File: src/rtl/uart_pkg.sv
// Shared UART definitions: receiver state encoding, baud divider helper and
// the default 10 MHz / 9600 baud / 7-bit link settings used by rx and tx.
package uart_pkg;

  typedef enum logic [2:0] {
    IDLE,
    START,
    DATA,
    STOP,
    BREAK
  } rx_state_e;

  // Rounded to the nearest whole clock so the bit-centre error stays below half a cycle
  function automatic int unsigned calc_clk_div(input int unsigned clk_hz,
                                               input int unsigned baud);
    return (clk_hz + baud / 2) / baud;
  endfunction

  localparam int unsigned DEF_CLK_HZ    = 10_000_000;
  localparam int unsigned DEF_BAUD      = 9600;
  localparam int unsigned DEF_DATA_BITS = 7;
  localparam int unsigned DEF_CLK_DIV   = calc_clk_div(DEF_CLK_HZ, DEF_BAUD);

endpackage

File: src/rtl/sync_2ff.sv
// Two-flop synchronizer for asynchronous pin inputs, with a selectable reset level
// so idle-high lines do not show a false edge when reset releases.
module sync_2ff #(
  parameter logic RST_VAL = 1'b0
) (
  input  logic clk,
  input  logic rst,
  input  logic d,
  output logic q
);

  logic meta;

  always_ff @(posedge clk) begin
    if (rst) begin
      meta <= RST_VAL;
      q    <= RST_VAL;
    end else begin
      meta <= d;
      q    <= meta;
    end
  end

endmodule

File: src/rtl/uart_rx.sv
// UART receiver: oversampled start/data/stop recovery with a valid/ready output
// and one-cycle framing-error and overrun pulses.
//
//   state | meaning
//   IDLE  | line idle, waiting for a high-to-low edge
//   START | half-bit wait, then confirm start bit is still low
//   DATA  | sample one data bit every CLK_DIV cycles, LSB first
//   STOP  | sample stop bit, deliver word or flag framing error
//   BREAK | line held low after a bad stop bit, wait for it to go high
module uart_rx
  import uart_pkg::*;
#(
  parameter int unsigned CLK_DIV   = DEF_CLK_DIV,
  parameter int unsigned DATA_BITS = DEF_DATA_BITS
) (
  input  logic                 clk_i,
  input  logic                 rst_i,
  input  logic                 uart_rx_i,
  output logic [DATA_BITS-1:0] data_o,
  output logic                 valid_o,
  input  logic                 ready_i,
  output logic                 frame_err_o,
  output logic                 overrun_o
);

  localparam int CW = $clog2(CLK_DIV);
  localparam int BW = $clog2(DATA_BITS);
  localparam logic [CW-1:0] HALF_LD  = CW'(CLK_DIV / 2 - 1);
  localparam logic [CW-1:0] FULL_LD  = CW'(CLK_DIV - 1);
  localparam logic [BW-1:0] LAST_BIT = BW'(DATA_BITS - 1);

  logic                 rx_sync;
  logic                 rx_hist;
  rx_state_e            state;
  logic [CW-1:0]        cnt;
  logic [BW-1:0]        bit_cnt;
  logic [DATA_BITS-1:0] shreg;
  logic                 tc;

  sync_2ff #(.RST_VAL(1'b1)) u_sync (
    .clk (clk_i),
    .rst (rst_i),
    .d   (uart_rx_i),
    .q   (rx_sync)
  );

  assign tc = (cnt == '0);

  always_ff @(posedge clk_i) begin
    if (rst_i) begin
      state       <= IDLE;
      rx_hist     <= 1'b0;
      cnt         <= '0;
      bit_cnt     <= '0;
      shreg       <= '0;
      data_o      <= '0;
      valid_o     <= 1'b0;
      frame_err_o <= 1'b0;
      overrun_o   <= 1'b0;
    end else begin
      rx_hist     <= rx_sync;
      frame_err_o <= 1'b0;
      overrun_o   <= 1'b0;
      if (valid_o && ready_i) valid_o <= 1'b0;

      case (state)
        IDLE: begin
          // history resets low, so the line must be seen high before a start counts
          if (rx_hist && !rx_sync) begin
            state <= START;
            cnt   <= HALF_LD;
          end
        end
        START: begin
          if (!tc) cnt <= cnt - 1'b1;
          else if (!rx_sync) begin
            state   <= DATA;
            cnt     <= FULL_LD;
            bit_cnt <= LAST_BIT;
          end else state <= IDLE;
        end
        DATA: begin
          if (!tc) cnt <= cnt - 1'b1;
          else begin
            shreg <= {rx_sync, shreg[DATA_BITS-1:1]};
            cnt   <= FULL_LD;
            if (bit_cnt == '0) state <= STOP;
            else bit_cnt <= bit_cnt - 1'b1;
          end
        end
        STOP: begin
          if (!tc) cnt <= cnt - 1'b1;
          else if (rx_sync) begin
            state <= IDLE;
            if (!valid_o || ready_i) begin
              data_o  <= shreg;
              valid_o <= 1'b1;
            end else overrun_o <= 1'b1;
          end else begin
            frame_err_o <= 1'b1;
            state       <= BREAK;
          end
        end
        BREAK: begin
          if (rx_sync) state <= IDLE;
        end
        default: state <= IDLE;
      endcase
    end
  end

endmodule

File: config.mk
export PLATFORM = sky130hd
export DESIGN_NAME = uart_rx
export DESIGN_NICKNAME = d
export VERILOG_FILES = /design/src/rtl/uart_pkg.sv /design/src/rtl/sync_2ff.sv /design/src/rtl/uart_rx.sv
export SDC_FILE = /design/constraint.sdc
export NUM_CORES = 1
export LEC_CHECK = 0
export ABC_CLOCK_PERIOD_IN_PS = 1900
export CORE_MARGIN = 3
export CORE_UTILIZATION = 40
export DETAILED_ROUTE_END_ITERATION = 16
export PLACE_DENSITY_LB_ADDON = 0.05
export SKIP_LAST_GASP = 1
export SYNTH_ARGS = -nofsm -noshare
export SYNTH_HDL_FRONTEND = slang
export SYNTH_SLANG_ARGS = --single-unit
File: constraint.sdc
create_clock -name clk_i -period 1.9 [get_ports clk_i]
set_input_delay 0.19 -clock clk_i [delete_from_list [all_inputs] [get_ports clk_i]]
set_output_delay 0.19 -clock clk_i [all_outputs]
set_load 0.05 [all_outputs]
==> Changelog: implementation <==
### Changed

- Status: finished, violations left
- Failing checks: setup timing
- Top Ports: 14
- Hold Slack: 0.412 ns
- Library cells used by synthesis: 43
- Chip Area, Yosys: 0.00176 mm²
- Total Routing Usage GR: 17.3%
- GR Overflow Total: 0
- Core Density at Floorplan: 42.8%
- Max cap viols: 0
- Worst-margin pin slew: 0.584 ns
- Setup WS post-layout: -0.118 ns
- Worst Hold Depth: 1
- Top cells by area: dfxtp_1 (42%), a21oi_1 (5.7%), mux2i_1 (4.5%), nor2_1 (4.0%), nand2_1 (3.8%)
- First-pass GRT wire length: 7110 µm
- Critical Path, Cell by Cell: or4_4, or4_4, a2bb2oi_2, nand2_1, mux2_4
- Reg clk slew, reported paths: 0.08 ns
- Chip area: 0.00524 mm²
- Die width: 72.4 µm
- Internal power: 1.60 mW
- Leak pwr: 0.975 nW
- Cells after Synth: 205
- Root buf cell: clkbuf_8
- Fin area: 0.00236 mm²
- Part of the power in registers: 36.3%
- Endpoints failing setup: 2
- CTS buffer count: 5
- Clk pwr share: 31.5%
- Post-Place Setup Slack: -0.124 ns
- # port buffers: 13
- Number of clock sinks: 37
- Final Hold Viols: 0
- Final Max Slew Viols: 0
- FFs w/ async S/R, synth: 0%
- HPWL after DPL: 2990 µm
- Crit path capture type: flop
- Antenna diodes: 0
- Fin crit period: 2.02 ns
[flip-flops by register name (all words and copies together), names as in the netlist, 3 cells and up]
signal	flops
state	3
data_o	7
cnt	11
bit_cnt	3
shreg	7
[metrics by stage]
step                      std cells  setup TNS [ns]
after floorplan                 205         -0.0919
after global placement          288          -0.568
after detailed placement        288           -1.18
after CTS                       296          -0.177
after global routing            298          -0.858
final                           298          -0.172
[cell families after synthesis]
family,Yosys count,synth area share [%]
buffers and inverters,17,3.76
adders and majority gates,4,2.84
muxes,9,5.39
DFF,37,42.0
and+or+nand+nor,88,26.9
xor gates and xnor gates,1,0.497
AOI/OAI and AO/OA,49,18.6
[worst paths after layout]
path,slack [ns],to
worst max register to register,-0.12,state[1]
worst max-delay path,-0.12,state[1]
worst min-delay path,0.41,u_sync.q
worst min register to register,0.41,u_sync.q
[layer usage]
layer  vias to the layer above  routed length, µm
met5                         -                  0
met4                         0                 29
met3                         6                221
met2                        49               2030
met1                       807               2030
li1                        823                  -
[synthesized netlist by cell type (all sizes together) (3+ instances only)]
cell type,count
nand2b,7
a22oi,4
a21oi,20
nor4,3
or4,5
nor3,11
ha,4
mux2i,8
inv,6
clkbuf,9
nand3,12
nor2,19
o21ai,5
dfxtp,37
nor2b,7
nand2,18
[final cells by class]
type	count	share of cell area, %
timing repair buffer	46	16.3
tap	50	2.65
clock buffer	6	3.50
multi-input combinational	151	43.4
inverter	6	0.953
clock inverter	2	1.59
sequential	37	31.6
[power groups by stage]
stage                     logic, mW  registers [mW]  clock network, mW
after CTS                     0.649           0.826              0.739
after global placement        0.627           0.842                  0
final                         0.732           0.828              0.719
after global routing          0.798           0.832              0.767
after detailed placement      0.627           0.843                  0
after floorplan               0.350           0.845                  0
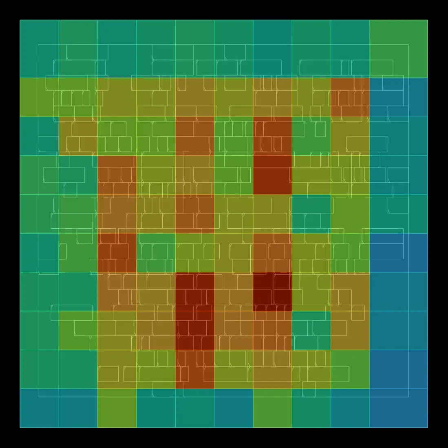
Figure 1: congestion heat map.
met1 usage: 23.4%
Core Util, Final: 57.4%
met3 usage: 4.99%

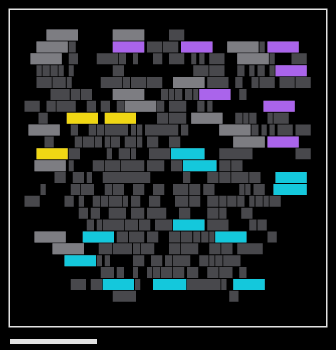
Figure 2: where the registers sit.
Scale bar: 20 µm. Other sequential cells in the stronger grey, the rest of the logic in the fainter grey.
Yellow marks state, placed flops 3. Cyan marks cnt, placed flops 11. Purple marks data_o, placed flops 7, where top right.
Another 16 sequential cells are not coloured.
Power Sequential: 0.828 mW
sequential cell area: 746 µm²
sequential share of cell area: 31.6%

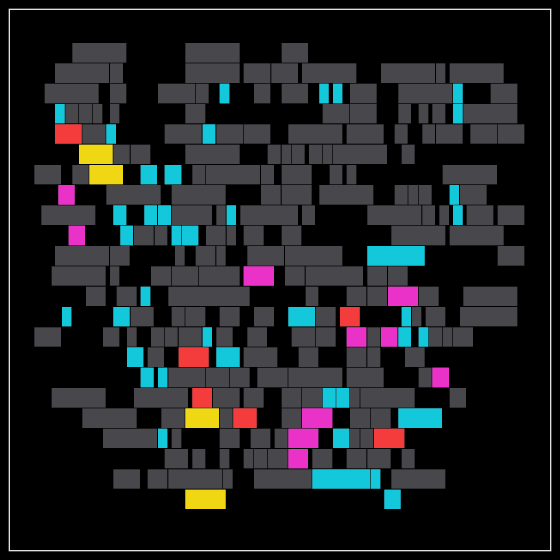
Figure 3: gate families picked out.
Magenta marks and/or cells, cells 10, most used or4_4. Cyan marks nor cells, cells 40, most used nor2_1. Red marks non-inverting ao/oa cells, cells 6. Yellow marks fa/ha/maj cells, cells 4, most used ha_1.
final std cells w/o fill: 298
most numerous logic cell after layout: dfxtp_1
Comb area share: 43.4%

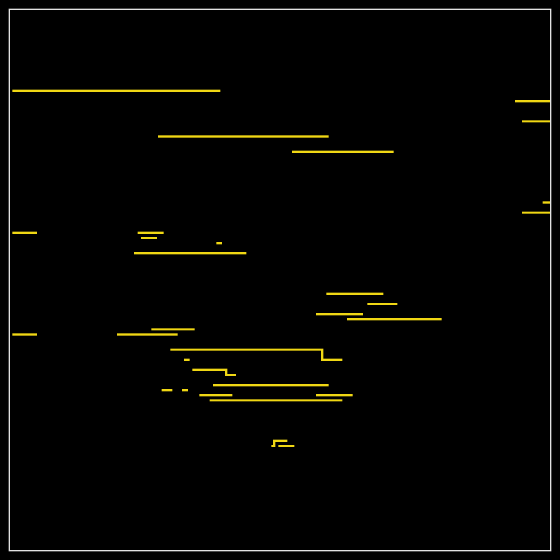
Figure 4: M3 wires.
26 nets have wire on it. The layer carries 222 µm of wire. The wires run mostly horizontal.
DR vias: 1685
final WL: 4310 µm

Power is estimated from default activity; no workload was simulated.
